==> run_1/layer_met1.png <==
Scale bar: 50 µm. Supply wires on this layer in gray.
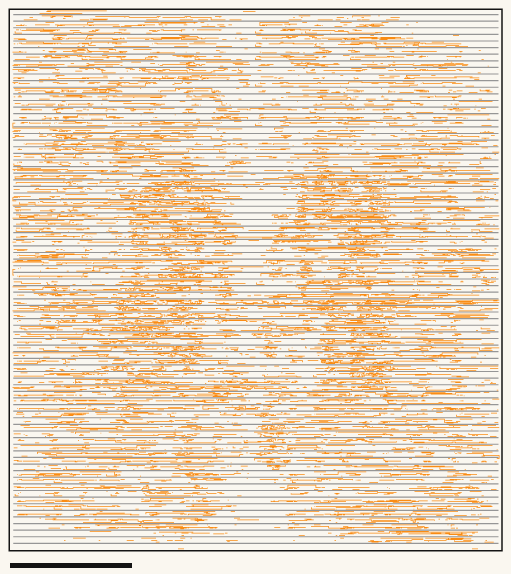
==> run_1/layer_met2.png <==
Scale bar: 50 µm.
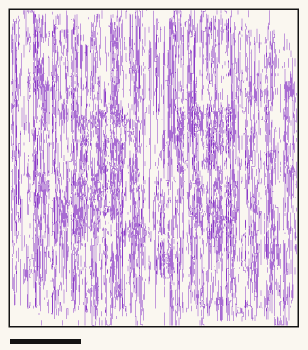
==> run_1/layer_met3.png <==
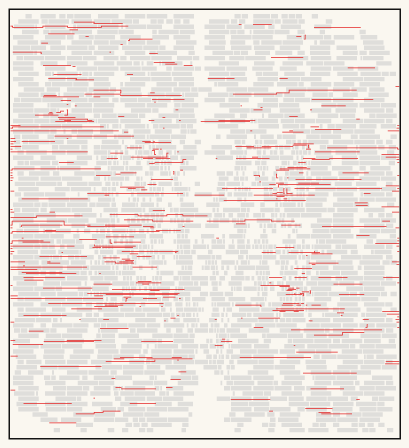
==> run_1/layer_met4.png <==
Scale bar: 50 µm. Supply wires on this layer in gray.
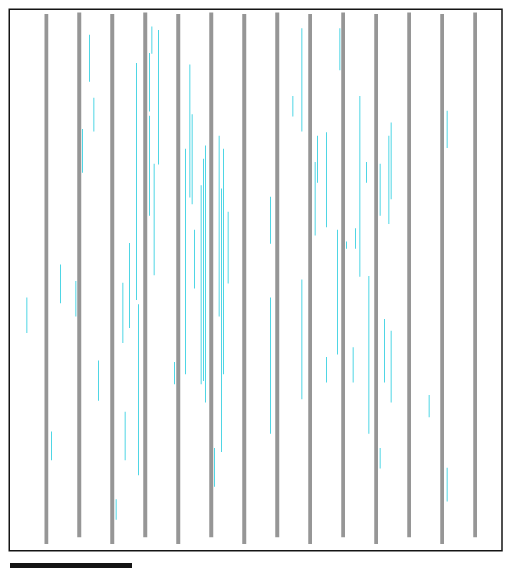
--- config.mk ---
export PLATFORM = sky130hd
export DESIGN_NAME = router_local_port_flat
export DESIGN_NICKNAME = d
export VERILOG_FILES = /design/src/rtl/router_pkg.sv /design/src/rtl/router_local_port_if.sv /design/src/rtl/flit_fifo.sv /design/src/rtl/router_local_port.sv /design/src/flat_wrapper.sv
export SDC_FILE = /design/constraint.sdc
export NUM_CORES = 1
export LEC_CHECK = 0
export CAP_MARGIN = 20
export CORE_ASPECT_RATIO = 1.1
export CORE_UTILIZATION = 60
export CTS_CLUSTER_DIAMETER = 30
export CTS_CLUSTER_SIZE = 30
export DETAILED_ROUTE_END_ITERATION = 12
export MAX_ROUTING_LAYER = met4
export PLACE_DENSITY_LB_ADDON = 0.12
export SYNTH_ARGS = -nofsm -noshare
export SYNTH_HDL_FRONTEND = slang
export SYNTH_SLANG_ARGS = --single-unit
--- constraint.sdc ---
create_clock -name clock -period 8.2 [get_ports clock]
set_input_delay 2.46 -clock clock [delete_from_list [all_inputs] [get_ports clock]]
set_output_delay 2.46 -clock clock [all_outputs]
set_load 0.1 [all_outputs]
--- src/rtl/router_pkg.sv ---
`default_nettype none
// ============================================================================
// router_pkg : shared types for the router local port (framing states, entry)
// Revision   : 1.0
// ============================================================================
package router_pkg;

    localparam int DEFAULT_FLIT_WIDTH = 32;

    typedef logic [DEFAULT_FLIT_WIDTH-1:0] flit_t;

    typedef enum logic [1:0] {
        ING_HEADER  = 2'd0,
        ING_SIZE    = 2'd1,
        ING_PAYLOAD = 2'd2
    } ing_state_t;

    typedef enum logic [1:0] {
        EG_HEADER  = 2'd0,
        EG_SIZE    = 2'd1,
        EG_PAYLOAD = 2'd2
    } eg_state_t;

    typedef struct packed {
        logic  last;
        flit_t flit;
    } fifo_entry_t;

endpackage
`default_nettype wire

--- src/rtl/router_local_port_if.sv ---
`default_nettype none
// ============================================================================
// router_local_port_if : DMA-side flit link plus crossbar inject/eject streams
// Revision             : 1.0
// ============================================================================
interface router_local_port_if #(
    parameter int FLIT_WIDTH = 32
);
    logic                  rx;
    logic [FLIT_WIDTH-1:0] data_i;
    logic                  credit_o;
    logic                  tx;
    logic [FLIT_WIDTH-1:0] data_o;
    logic                  credit_i;
    logic                  inj_valid;
    logic                  inj_ready;
    logic [FLIT_WIDTH-1:0] inj_data;
    logic                  inj_last;
    logic                  ej_valid;
    logic                  ej_ready;
    logic [FLIT_WIDTH-1:0] ej_data;

    modport slave (
        input  rx, data_i, credit_i, inj_ready, ej_valid, ej_data,
        output credit_o, tx, data_o, inj_valid, inj_data, inj_last, ej_ready
    );

    modport master (
        output rx, data_i, credit_i, inj_ready, ej_valid, ej_data,
        input  credit_o, tx, data_o, inj_valid, inj_data, inj_last, ej_ready
    );
endinterface
`default_nettype wire

--- src/rtl/flit_fifo.sv ---
`default_nettype none
// ============================================================================
// flit_fifo : synchronous FIFO, wrapping pointers with a separate count
// Revision  : 1.0
// ============================================================================
module flit_fifo
    import router_pkg::*;
#(
    parameter int WIDTH = 33,
    parameter int DEPTH = 8
) (
    input  logic                     clock,
    input  logic                     reset,
    input  logic                     push,
    input  logic [WIDTH-1:0]         push_data,
    input  logic                     pop,
    output logic [WIDTH-1:0]         pop_data,
    output logic                     full,
    output logic                     empty,
    output logic [$clog2(DEPTH):0]   count
);
    localparam int AW = $clog2(DEPTH);

    logic [WIDTH-1:0] mem [DEPTH];
    logic [AW-1:0]    wr_ptr;
    logic [AW-1:0]    rd_ptr;
    logic             do_push;
    logic             do_pop;

    // A push into a full FIFO is only accepted when a pop frees the slot in the same cycle.
    assign do_push  = push && (!full || pop);
    assign do_pop   = pop && !empty;
    assign full     = (count == (AW+1)'(DEPTH));
    assign empty    = (count == '0);
    assign pop_data = mem[rd_ptr];

    always_ff @(posedge clock) begin
        if (!reset) begin
            wr_ptr <= '0;
            rd_ptr <= '0;
            count  <= '0;
        end else begin
            if (do_push) wr_ptr <= wr_ptr + 1'b1;
            if (do_pop)  rd_ptr <= rd_ptr + 1'b1;
            case ({do_push, do_pop})
                2'b10:   count <= count + 1'b1;
                2'b01:   count <= count - 1'b1;
                default: count <= count;
            endcase
        end
    end

    always_ff @(posedge clock) begin
        if (do_push) mem[wr_ptr] <= push_data;
    end

endmodule
`default_nettype wire

--- src/rtl/router_local_port.sv ---
`default_nettype none
// ============================================================================
// router_local_port : buffers and frames flits between the DMA and the crossbar
// Revision          : 1.0
// ============================================================================
module router_local_port
    import router_pkg::*;
#(
    parameter int FLIT_WIDTH   = 32,
    parameter int BUFFER_DEPTH = 8,
    parameter int ADDRESS      = 0
) (
    input  logic                clock,
    input  logic                reset,
    input  logic                clock_rx,
    router_local_port_if.slave  port,
    output logic                hdr_err
);
    localparam int CW = $clog2(BUFFER_DEPTH) + 1;
    localparam logic [FLIT_WIDTH-1:0] ADDR_FLIT = FLIT_WIDTH'(ADDRESS);

    typedef struct packed {
        logic                  last;
        logic [FLIT_WIDTH-1:0] flit;
    } inj_entry_t;

    // ---------------- injection path ----------------
    ing_state_t            ing_state, ing_state_next;
    logic [FLIT_WIDTH-1:0] ing_cnt, ing_cnt_next;
    logic                  ing_last;
    logic                  ing_wr;
    inj_entry_t            inj_wr_entry, inj_head;
    logic                  inj_full, inj_empty, inj_pop;
    logic [CW-1:0]         inj_count, inj_count_next;
    logic                  credit_q;

    assign inj_pop      = !inj_empty && port.inj_ready;
    assign ing_wr       = port.rx && (!inj_full || inj_pop);
    assign inj_wr_entry = '{last: ing_last, flit: port.data_i};

    flit_fifo #(.WIDTH(FLIT_WIDTH + 1), .DEPTH(BUFFER_DEPTH)) u_inject_fifo (
        .clock     (clock),
        .reset     (reset),
        .push      (ing_wr),
        .push_data (inj_wr_entry),
        .pop       (inj_pop),
        .pop_data  (inj_head),
        .full      (inj_full),
        .empty     (inj_empty),
        .count     (inj_count)
    );

    always_comb begin
        ing_state_next = ing_state;
        ing_cnt_next   = ing_cnt;
        ing_last       = 1'b0;
        if (ing_wr) begin
            case (ing_state)
                ING_HEADER: ing_state_next = ING_SIZE;
                ING_SIZE: begin
                    if (port.data_i == '0) begin
                        ing_last       = 1'b1;
                        ing_state_next = ING_HEADER;
                    end else begin
                        ing_cnt_next   = port.data_i;
                        ing_state_next = ING_PAYLOAD;
                    end
                end
                ING_PAYLOAD: begin
                    ing_cnt_next = ing_cnt - 1'b1;
                    if (ing_cnt == FLIT_WIDTH'(1)) begin
                        ing_last       = 1'b1;
                        ing_state_next = ING_HEADER;
                    end
                end
                default: ing_state_next = ING_HEADER;
            endcase
        end
    end

    always_comb begin
        inj_count_next = inj_count;
        if (ing_wr && !inj_pop)      inj_count_next = inj_count + 1'b1;
        else if (!ing_wr && inj_pop) inj_count_next = inj_count - 1'b1;
    end

    // Two free slots keep room for the flit the DMA launches after seeing credit drop.
    always_ff @(posedge clock) begin
        if (!reset) begin
            ing_state <= ING_HEADER;
            ing_cnt   <= '0;
            credit_q  <= 1'b0;
        end else begin
            ing_state <= ing_state_next;
            ing_cnt   <= ing_cnt_next;
            credit_q  <= (inj_count_next <= CW'(BUFFER_DEPTH - 2));
        end
    end

    assign port.credit_o  = credit_q;
    assign port.inj_valid = !inj_empty;
    assign port.inj_data  = inj_head.flit;
    assign port.inj_last  = inj_head.last;

    // ---------------- ejection path ----------------
    eg_state_t             eg_state, eg_state_next;
    logic [FLIT_WIDTH-1:0] eg_cnt, eg_cnt_next;
    logic                  hdr_bad;
    logic                  ej_full, ej_empty, ej_ready_w, ej_wr, eg_pop;
    logic [FLIT_WIDTH-1:0] ej_head;
    logic [CW-1:0]         ej_count;
    logic                  tx_q;
    logic [FLIT_WIDTH-1:0] data_q;

    assign ej_ready_w = reset && !ej_full;
    assign ej_wr      = port.ej_valid && ej_ready_w;
    assign eg_pop     = tx_q && port.credit_i;

    flit_fifo #(.WIDTH(FLIT_WIDTH), .DEPTH(BUFFER_DEPTH)) u_eject_fifo (
        .clock     (clock),
        .reset     (reset),
        .push      (ej_wr),
        .push_data (port.ej_data),
        .pop       (eg_pop),
        .pop_data  (ej_head),
        .full      (ej_full),
        .empty     (ej_empty),
        .count     (ej_count)
    );

    always_comb begin
        eg_state_next = eg_state;
        eg_cnt_next   = eg_cnt;
        hdr_bad       = 1'b0;
        if (eg_pop) begin
            case (eg_state)
                EG_HEADER: begin
                    hdr_bad       = (data_q != ADDR_FLIT);
                    eg_state_next = EG_SIZE;
                end
                EG_SIZE: begin
                    if (data_q == '0) begin
                        eg_state_next = EG_HEADER;
                    end else begin
                        eg_cnt_next   = data_q;
                        eg_state_next = EG_PAYLOAD;
                    end
                end
                EG_PAYLOAD: begin
                    eg_cnt_next = eg_cnt - 1'b1;
                    if (eg_cnt == FLIT_WIDTH'(1)) eg_state_next = EG_HEADER;
                end
                default: eg_state_next = EG_HEADER;
            endcase
        end
    end

    // After each accepted flit tx drops for one cycle so a registered credit_i cannot re-accept.
    always_ff @(posedge clock) begin
        if (!reset) begin
            eg_state <= EG_HEADER;
            eg_cnt   <= '0;
            tx_q     <= 1'b0;
            data_q   <= '0;
            hdr_err  <= 1'b0;
        end else begin
            eg_state <= eg_state_next;
            eg_cnt   <= eg_cnt_next;
            if (hdr_bad) hdr_err <= 1'b1;
            if (tx_q) begin
                if (port.credit_i) tx_q <= 1'b0;
            end else if (!ej_empty) begin
                tx_q   <= 1'b1;
                data_q <= ej_head;
            end
        end
    end

    assign port.tx       = tx_q;
    assign port.data_o   = data_q;
    assign port.ej_ready = ej_ready_w;

    logic unused_signals;
    assign unused_signals = ^{clock_rx, ej_count};

endmodule
`default_nettype wire
--- src/flat_wrapper.sv ---
// flat-port wrapper written by rule: the top's interface ports become plain ports
module router_local_port_flat import router_pkg::*;
#(
    parameter int FLIT_WIDTH   = 32,
    parameter int BUFFER_DEPTH = 8,
    parameter int ADDRESS      = 0
)
  (clock, reset, clock_rx, hdr_err, port_rx, port_data_i, port_credit_i, port_inj_ready, port_ej_valid, port_ej_data, port_credit_o, port_tx, port_data_o, port_inj_valid, port_inj_data, port_inj_last, port_ej_ready);
  router_local_port_if #(.FLIT_WIDTH(FLIT_WIDTH)) port_i ();
  input  logic clock;
  input  logic reset;
  input  logic clock_rx;
  output logic hdr_err;
  input wire logic [$bits(port_i.rx)-1:0] port_rx;
  input wire logic [$bits(port_i.data_i)-1:0] port_data_i;
  input wire logic [$bits(port_i.credit_i)-1:0] port_credit_i;
  input wire logic [$bits(port_i.inj_ready)-1:0] port_inj_ready;
  input wire logic [$bits(port_i.ej_valid)-1:0] port_ej_valid;
  input wire logic [$bits(port_i.ej_data)-1:0] port_ej_data;
  output wire logic [$bits(port_i.credit_o)-1:0] port_credit_o;
  output wire logic [$bits(port_i.tx)-1:0] port_tx;
  output wire logic [$bits(port_i.data_o)-1:0] port_data_o;
  output wire logic [$bits(port_i.inj_valid)-1:0] port_inj_valid;
  output wire logic [$bits(port_i.inj_data)-1:0] port_inj_data;
  output wire logic [$bits(port_i.inj_last)-1:0] port_inj_last;
  output wire logic [$bits(port_i.ej_ready)-1:0] port_ej_ready;
  assign port_i.rx = port_rx;
  assign port_i.data_i = port_data_i;
  assign port_i.credit_i = port_credit_i;
  assign port_i.inj_ready = port_inj_ready;
  assign port_i.ej_valid = port_ej_valid;
  assign port_i.ej_data = port_ej_data;
  assign port_credit_o = port_i.credit_o;
  assign port_tx = port_i.tx;
  assign port_data_o = port_i.data_o;
  assign port_inj_valid = port_i.inj_valid;
  assign port_inj_data = port_i.inj_data;
  assign port_inj_last = port_i.inj_last;
  assign port_ej_ready = port_i.ej_ready;
  router_local_port #(.FLIT_WIDTH(FLIT_WIDTH), .BUFFER_DEPTH(BUFFER_DEPTH), .ADDRESS(ADDRESS)) u_core (.clock(clock), .reset(reset), .clock_rx(clock_rx), .port(port_i), .hdr_err(hdr_err));
endmodule
==> results.txt, run 1 <==
run metrics: max reg flops 264, Buf/Inv on CP 2, yosys warns 0, slowest stage cell, crit path clkdlybuf4s50_1, Max-Cap Viols 0, Final Net Count 1,953, Post-synth EDFFs 520, TritonCTS clock tree yes, vias in the first global route 16.4k, DRC viols 0, run status finished, final reports clean, drt pass-1 iters 7, Via density 6.23, CTS HTree Levels 3, Worst path max stage delay 0.97 ns, per-cell routed wire length 23.7 µm, Final Max Tran Viols 0, Top FF cell, synth edfxtp_1, Syn Inst Count 1,684, initial antenna violation count 1, register share of total power 0.366, Die Y 222 µm, CP endpoint kind output pin, worst endpoint data arrival time 3.74 ns, mapped cell area 26,400 µm², pin count of the biggest net entering global routing 80, routed wire length 60,200 µm, layout cells sized above 1 0.218, worst-path fanout max 32, CTS root buf clkbuf_16, Yosys Chip Area 26,400 µm², RSZ-0062 raised after global routing false, largest register by flop count u_core.u_inject_fifo.mem, setup violators final 0, Bufs on Longest Clock Path 3, Die Footprint 44,900 µm², dominant cell type by area after synthesis edfxtp_1, first-pass GRT wire length 92,500 µm, clock slew at reported path FFs 0.05 ns, Peak Freq 0.161 GHz, PortBufs 139, Net Sw Frac 0.297
About layer_met1.png:
main direction: horizontal
wire length on this layer: 22.5 mm
longest straight run: 53.4 µm

About layer_met2.png:
wire length on this layer: 31.7 mm
share of all routed wire: 53%

About layer_met3.png:
wire length on this layer: 3,960 µm
share of all routed wire: 6.6%
nets with wire on the layer: 208
longest straight run: 76.4 µm

About layer_met4.png:
wire length on this layer: 2,070 µm
longest straight run: 108 µm
main direction: vertical

==> run 1: stage by stage <==
stage	hold WS (ns)	cell area [µm²]	power (mW)
after floorplan	0.436	26400	5.32
after global placement	0.438	28500	5.77
after detailed placement	0.449	28500	5.80
after CTS	0.456	32400	10.5
after global routing	0.471	32400	10.7
final	0.463	32400	10.4
==> run 1: cell usage in the layout, fill, tap and decap left out, drive strengths merged, types with 8 or more instances in the layout <==
| cell | count |
|---|---|
| nand2b | 9 |
| clkbuf | 119 |
| nand4 | 14 |
| nor2 | 80 |
| a21oi | 95 |
| o32ai | 13 |
| nand2 | 153 |
| buf | 34 |
| dfxtp | 126 |
| clkdlybuf4s50 | 137 |
| inv | 45 |
| a211oi | 13 |
| o211ai | 10 |
| nor3 | 38 |
| clkinv | 35 |
| mux2 | 34 |
| ha | 17 |
| xnor2 | 8 |
| xor2 | 9 |
| edfxtp | 520 |
| mux4 | 130 |
| clkinvlp | 16 |
| o211a | 20 |
| nor4 | 38 |
| o31ai | 9 |
| o21ai | 53 |
| a21o | 11 |
| bufinv | 16 |
| nand3 | 35 |
| o21a | 8 |
| mux2i | 39 |
==> run 1: final timing paths <==
path	start	to	slack [ns]	cells past startpoint
worst max-delay path	flip-flop	port_inj_data[3]	2.00	4
worst min-delay path	u_core.hdr_err$_SDFFE_PN0P_	u_core.hdr_err$_SDFFE_PN0P_	0.46	2
worst max register to register	u_core.u_inject_fifo.count[0]$_SDFFE_PN0P_	u_core.u_inject_fifo.mem[0][28]$_DFFE_PP_	4.79	7
worst min register to register	u_core.hdr_err$_SDFFE_PN0P_	u_core.hdr_err$_SDFFE_PN0P_	0.46	2
==> run 1: power groups by stage <==
stage                     sequential (mW)  combinational [mW]  clock (mW)
after CTS                            3.82                1.94        4.74
after floorplan                      3.99                1.33           0
final                                3.82                1.92        4.68
after global routing                 3.83                2.02        4.88
after global placement               3.87                1.90           0
after detailed placement             3.88                1.92           0
==> run 1: cell families (layout without fill, tap and decap cells) <==
| logic type | count (synthesis) | after routing | share of synthesized area |
|---|---|---|---|
| other | 0 | 1 | 0 |
| multiplexers | 203 | 203 | 0.140 |
| AND/OR/NAND/NOR | 410 | 410 | 0.0757 |
| buffers and inverters | 123 | 402 | 0.0189 |
| flip-flops | 646 | 646 | 0.686 |
| adder cells (fa/ha/maj) | 17 | 17 | 0.00804 |
| XOR/XNOR | 17 | 17 | 0.00563 |
| AND-OR/OR-AND | 268 | 268 | 0.0659 |
==> run 1: worst register-to-register path, delay by kind of cell, from the launching register on <==
kind | cells | cell delay, ns
AND-OR/OR-AND | 1 | 0.33
flip-flops | 1 | 0.51
AND/OR/NAND/NOR | 2 | 0.91
buffers and inverters | 3 | 1.00
adder cells (fa/ha/maj) | 1 | 0.25
==> run 1: per-layer routing <==
metal  track usage  up-vias  share of wire
met2         0.480      647           0.53
met5             -        -              0
met4         0.130        0          0.034
li1              -     7072              -
met3        0.0525      132          0.066
met1         0.326     7958           0.37
==> run 1: cell type report <==
cell class              instances  area (µm²)
flip-flops and latches        646       18100
diodes                          1        2.50
fillers                      2618       11100
repair buffers                171        1640
clock buffers                 119        2810
inverters                      21        78.8
multi-input cells             915        7920
clock inverters                91        1070
well taps                     574         718
## Run 2: what changed since run 1
clock period = 5.8 ns   (was 8.2 ns; I/O delays follow)
==> run_2/layer_met3.png <==
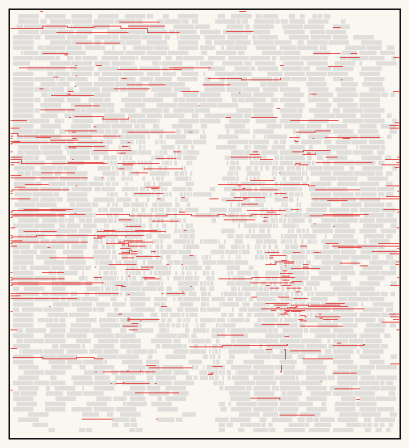
longest straight run: 55.9 µm
nets with wire on the layer: 203

==> results.txt, run 2 <==
run metrics: run status finished, final reports clean, Peak Freq 0.206 GHz, layout cells sized above 1 0.235, largest register by flop count u_core.u_inject_fifo.mem, clock slew at reported path FFs 0.04 ns, slowest stage cell, crit path clkdlybuf4s50_1, most frequent cells in the layout edfxtp_1, nand2_1, mux4_2, CTS root buf clkbuf_16, first-pass GRT wire length 92,200 µm, reg2reg setup slack 2.74 ns, Buf/Inv on CP 1, Top FF cell, synth edfxtp_1, RSZ-0062 raised after global routing false, xor/xnor share 0.00563, dominant cell type by area after synthesis edfxtp_1, pin count of the biggest net entering global routing 80, routed wire length 59,200 µm, worst-path fanout max 17, Via density 6.21, Hold Path Cell Cnt 2, dominant logic cell type in the layout edfxtp_1, Final Net Count 1,962, reg2reg end u_core.ing_cnt[0]$_SDFFE_PN0P_, CP endpoint kind output pin, vias in the first global route 16.4k, Synth Area in Adders 0.00804, Yosys Chip Area 26,400 µm²
-- run 2: worst reg2reg max path, stage by stage (launching register included) --
cell and delay [ns]:
dfxtp_1 0.50, inv_1 0.08, ha_1 0.25, nand2b_1 0.10, o21a_1 0.30, inv_1 0.34
nor3_1 0.71, buf_4 0.27, o21ai_0 0.09, a221oi_1 0.31
-- run 2: logic make-up (layout without fill, tap and decap cells) --
kind of cell | Yosys count | in the layout
muxes | 203 | 203
other | 0 | 1
and+or+nand+nor | 410 | 410
DFF | 646 | 646
adders and majority gates | 17 | 17
xor gates and xnor gates | 17 | 17
AOI/OAI and AO/OA | 268 | 268
buffers and inverters | 123 | 415
-- run 2: cell type report --
type | instances | area [µm²]
inverters | 21 | 78.8
multi-input cells | 915 | 7960
repair buffers | 174 | 1610
well taps | 574 | 718
flip-flops and latches | 646 | 18100
fillers | 2549 | 10900
diodes | 1 | 2.50
clock inverters | 90 | 1000
clock buffers | 130 | 3010
-- run 2: report_power, final --
group          internal [mW]  leakage (nW)  switching (mW)  total (mW)
combinational          0.870          3.33            1.86        2.73
clock                   4.40          1.92            2.37        6.77
sequential              5.18          5.73           0.187        5.37
total                   10.4          11.0            4.41        14.9
-- run 2: worst max-delay path by stage --
stage	from	endpoint	slack (ns)	depth (start not counted)
final	flip-flop	port_inj_data[19]	0.94	2
after global routing	flip-flop	port_inj_data[19]	0.87	2
after CTS	flip-flop	port_inj_data[19]	0.84	2
after detailed placement	port_data_i[26]	u_core.ing_cnt[29]$_SDFFE_PN0P_	1.20	8
after global placement	port_data_i[0]	u_core.ing_cnt[20]$_SDFFE_PN0P_	1.34	8
after floorplan	reset	u_core.u_eject_fifo.mem[2][0]$_DFFE_PP_	0.003	6
-- run 2: metrics by stage --
stage / total power, mW / instance area [µm²] / utilization
floorplan: 7.52 / 26500 / -
global placement: 8.14 / 28500 / 0.656
detailed placement: 8.17 / 28500 / 0.656
CTS: 15.0 / 32500 / 0.749
global route: 15.3 / 32500 / 0.749
finish: 14.9 / 32500 / 0.749
-- run 2: layer usage --
metal  GRT usage  vias to the layer above  wire length, µm
li1            -                     7122                -
met1       0.343                     8025            23800
met2       0.458                      560            30100
met3      0.0513                      124             3500
met4       0.110                        0             1770
met5           -                        -                0
## Run 3: what changed since run 2
clock period = 4.9 ns   (was 5.8 ns; I/O delays follow)
==> run_3/layer_met2.png <==
Scale bar: 50 µm.
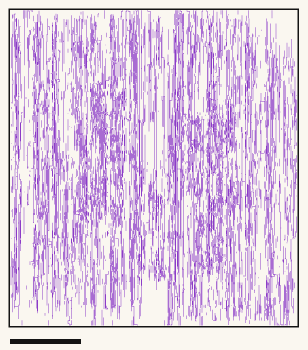
wire length on this layer: 32.0 mm
main direction: vertical
longest straight run: 141 µm
nets with wire on the layer: 1,741

==> results.txt, run 3 <==
run metrics: vias in the first global route 16.2k, mapped cell area 26,400 µm², worst-path fanout max 23, reg2reg end u_core.u_inject_fifo.mem[2][26]$_DFFE_PP_, drt pass-1 iters 5, yosys warns 0, Worst path max stage delay 0.66 ns, reg2reg setup slack 2.01 ns, Die Y 222 µm, routed wire length 60,400 µm, Setup crit end port_inj_data[7], CTS root buf clkbuf_16, max reg flops 264, clock share of power 0.430, Max-Cap Viols 0, FF-to-FF Start u_core.u_inject_fifo.count[0]$_SDFFE_PN0P_, slowest stage cell, crit path dfxtp_4, most frequent cells in the layout edfxtp_1, nand2_1, mux4_2, Net Sw Frac 0.302, dominant cell type by area after synthesis edfxtp_1, worst endpoint data arrival time 2.82 ns, register share of total power 0.377, minimum clock period 4.29 ns, Fillers 2,622, dominant logic cell type in the layout edfxtp_1, Final Cell Area 32,200 µm², final design utilization 0.741, initial antenna violation count 2, layout cells sized above 1 0.235, Tot Pwr 16.8 mW, per-cell routed wire length 23.8 µm, largest register by flop count u_core.u_inject_fifo.mem, Layout Skew 0.0251 ns, P_int 11.8 mW, Syn Inst Count 1,684, setup violators final 0, Peak Freq 0.233 GHz, Reg area 18,100 µm², Via density 6.20, TritonCTS clock tree yes, switching pwr 5.09 mW, first-pass GRT wire length 92,600 µm, Post-synth EDFFs 520, CTS HTree Levels 3, Comb pwr share 0.193, run status finished, final reports clean, share of the synthesized area in the top cell type 0.590, DP Area 28,600 µm², combinational gate area 7960 µm², RSZ-0062 raised after global routing false
## run 3: cell count changes in the layout (fill, tap and decap cells not counted), moves of 2 or more
cell / previous run / this run
buf_4: 61 / 73
buf_12: 1 / 7
clkbuf_16: 117 / 106
bufinv_16: 14 / 9
clkinv_2: 17 / 10
clkinv_1: 10 / 7
clkinvlp_4: 18 / 13
clkbuf_1: 10 / 13
inv_8: 2 / 0
clkbuf_8: 3 / 5
inv_16: 3 / 0
inv_6: 12 / 22
clkdlybuf4s50_1: 110 / 103
## run 3: critical path: cells and delay by family (launching register included)
kind	cells	cell delay, ns
buf+inv	2	0.64
flops	1	0.66
mux	2	0.87
## run 3: how the worst min path moves through the flow
stage	end	slack, ns	depth (start not counted)
6_report	u_core.hdr_err$_SDFFE_PN0P_	0.45	2
5_1_grt	u_core.hdr_err$_SDFFE_PN0P_	0.47	2
4_1_cts	u_core.hdr_err$_SDFFE_PN0P_	0.45	2
3_5_place_dp	u_core.hdr_err$_SDFFE_PN0P_	0.44	2
3_3_place_gp	u_core.hdr_err$_SDFFE_PN0P_	0.43	2
2_1_floorplan	u_core.ing_cnt[25]$_SDFFE_PN0P_	0.44	2
## run 3: layer usage
layer	wire length, µm	vias up	GRT usage
li1	-	7097	-
met1	22900	7980	0.332
met2	32000	570	0.487
met3	3640	104	0.0502
met4	1860	0	0.117
met5	0	-	-
## run 3: power by group through the flow
stage / combinational (mW) / clock, mW / sequential [mW]
after global placement: 3.21 / 0 / 6.45
after floorplan: 2.23 / 0 / 6.67
after global routing: 3.40 / 7.57 / 6.38
after detailed placement: 3.25 / 0 / 6.46
after CTS: 3.27 / 7.33 / 6.36
final: 3.25 / 7.25 / 6.36
## run 3: cells by family (layout without fill, tap and decap cells)
family,Yosys count,in the layout,share of synthesized area
simple gates,410,410,0.0757
mux,203,203,0.140
compound gates,268,268,0.0659
flops,646,646,0.686
xor+xnor,17,17,0.00563
other cells,0,1,0
fa+ha+maj,17,17,0.00804
buf+inv,123,405,0.0189
## run 3: cell type report
cell class                 count  area share
antenna                        1   0.0000777
clock buffer                 124      0.0860
clock inverter                76      0.0246
inverter                      21     0.00245
multi-input combinational    915       0.247
sequential                   646       0.564
tap                          574      0.0223
timing repair buffer         184      0.0536
Power is estimated from default activity; no workload was simulated.
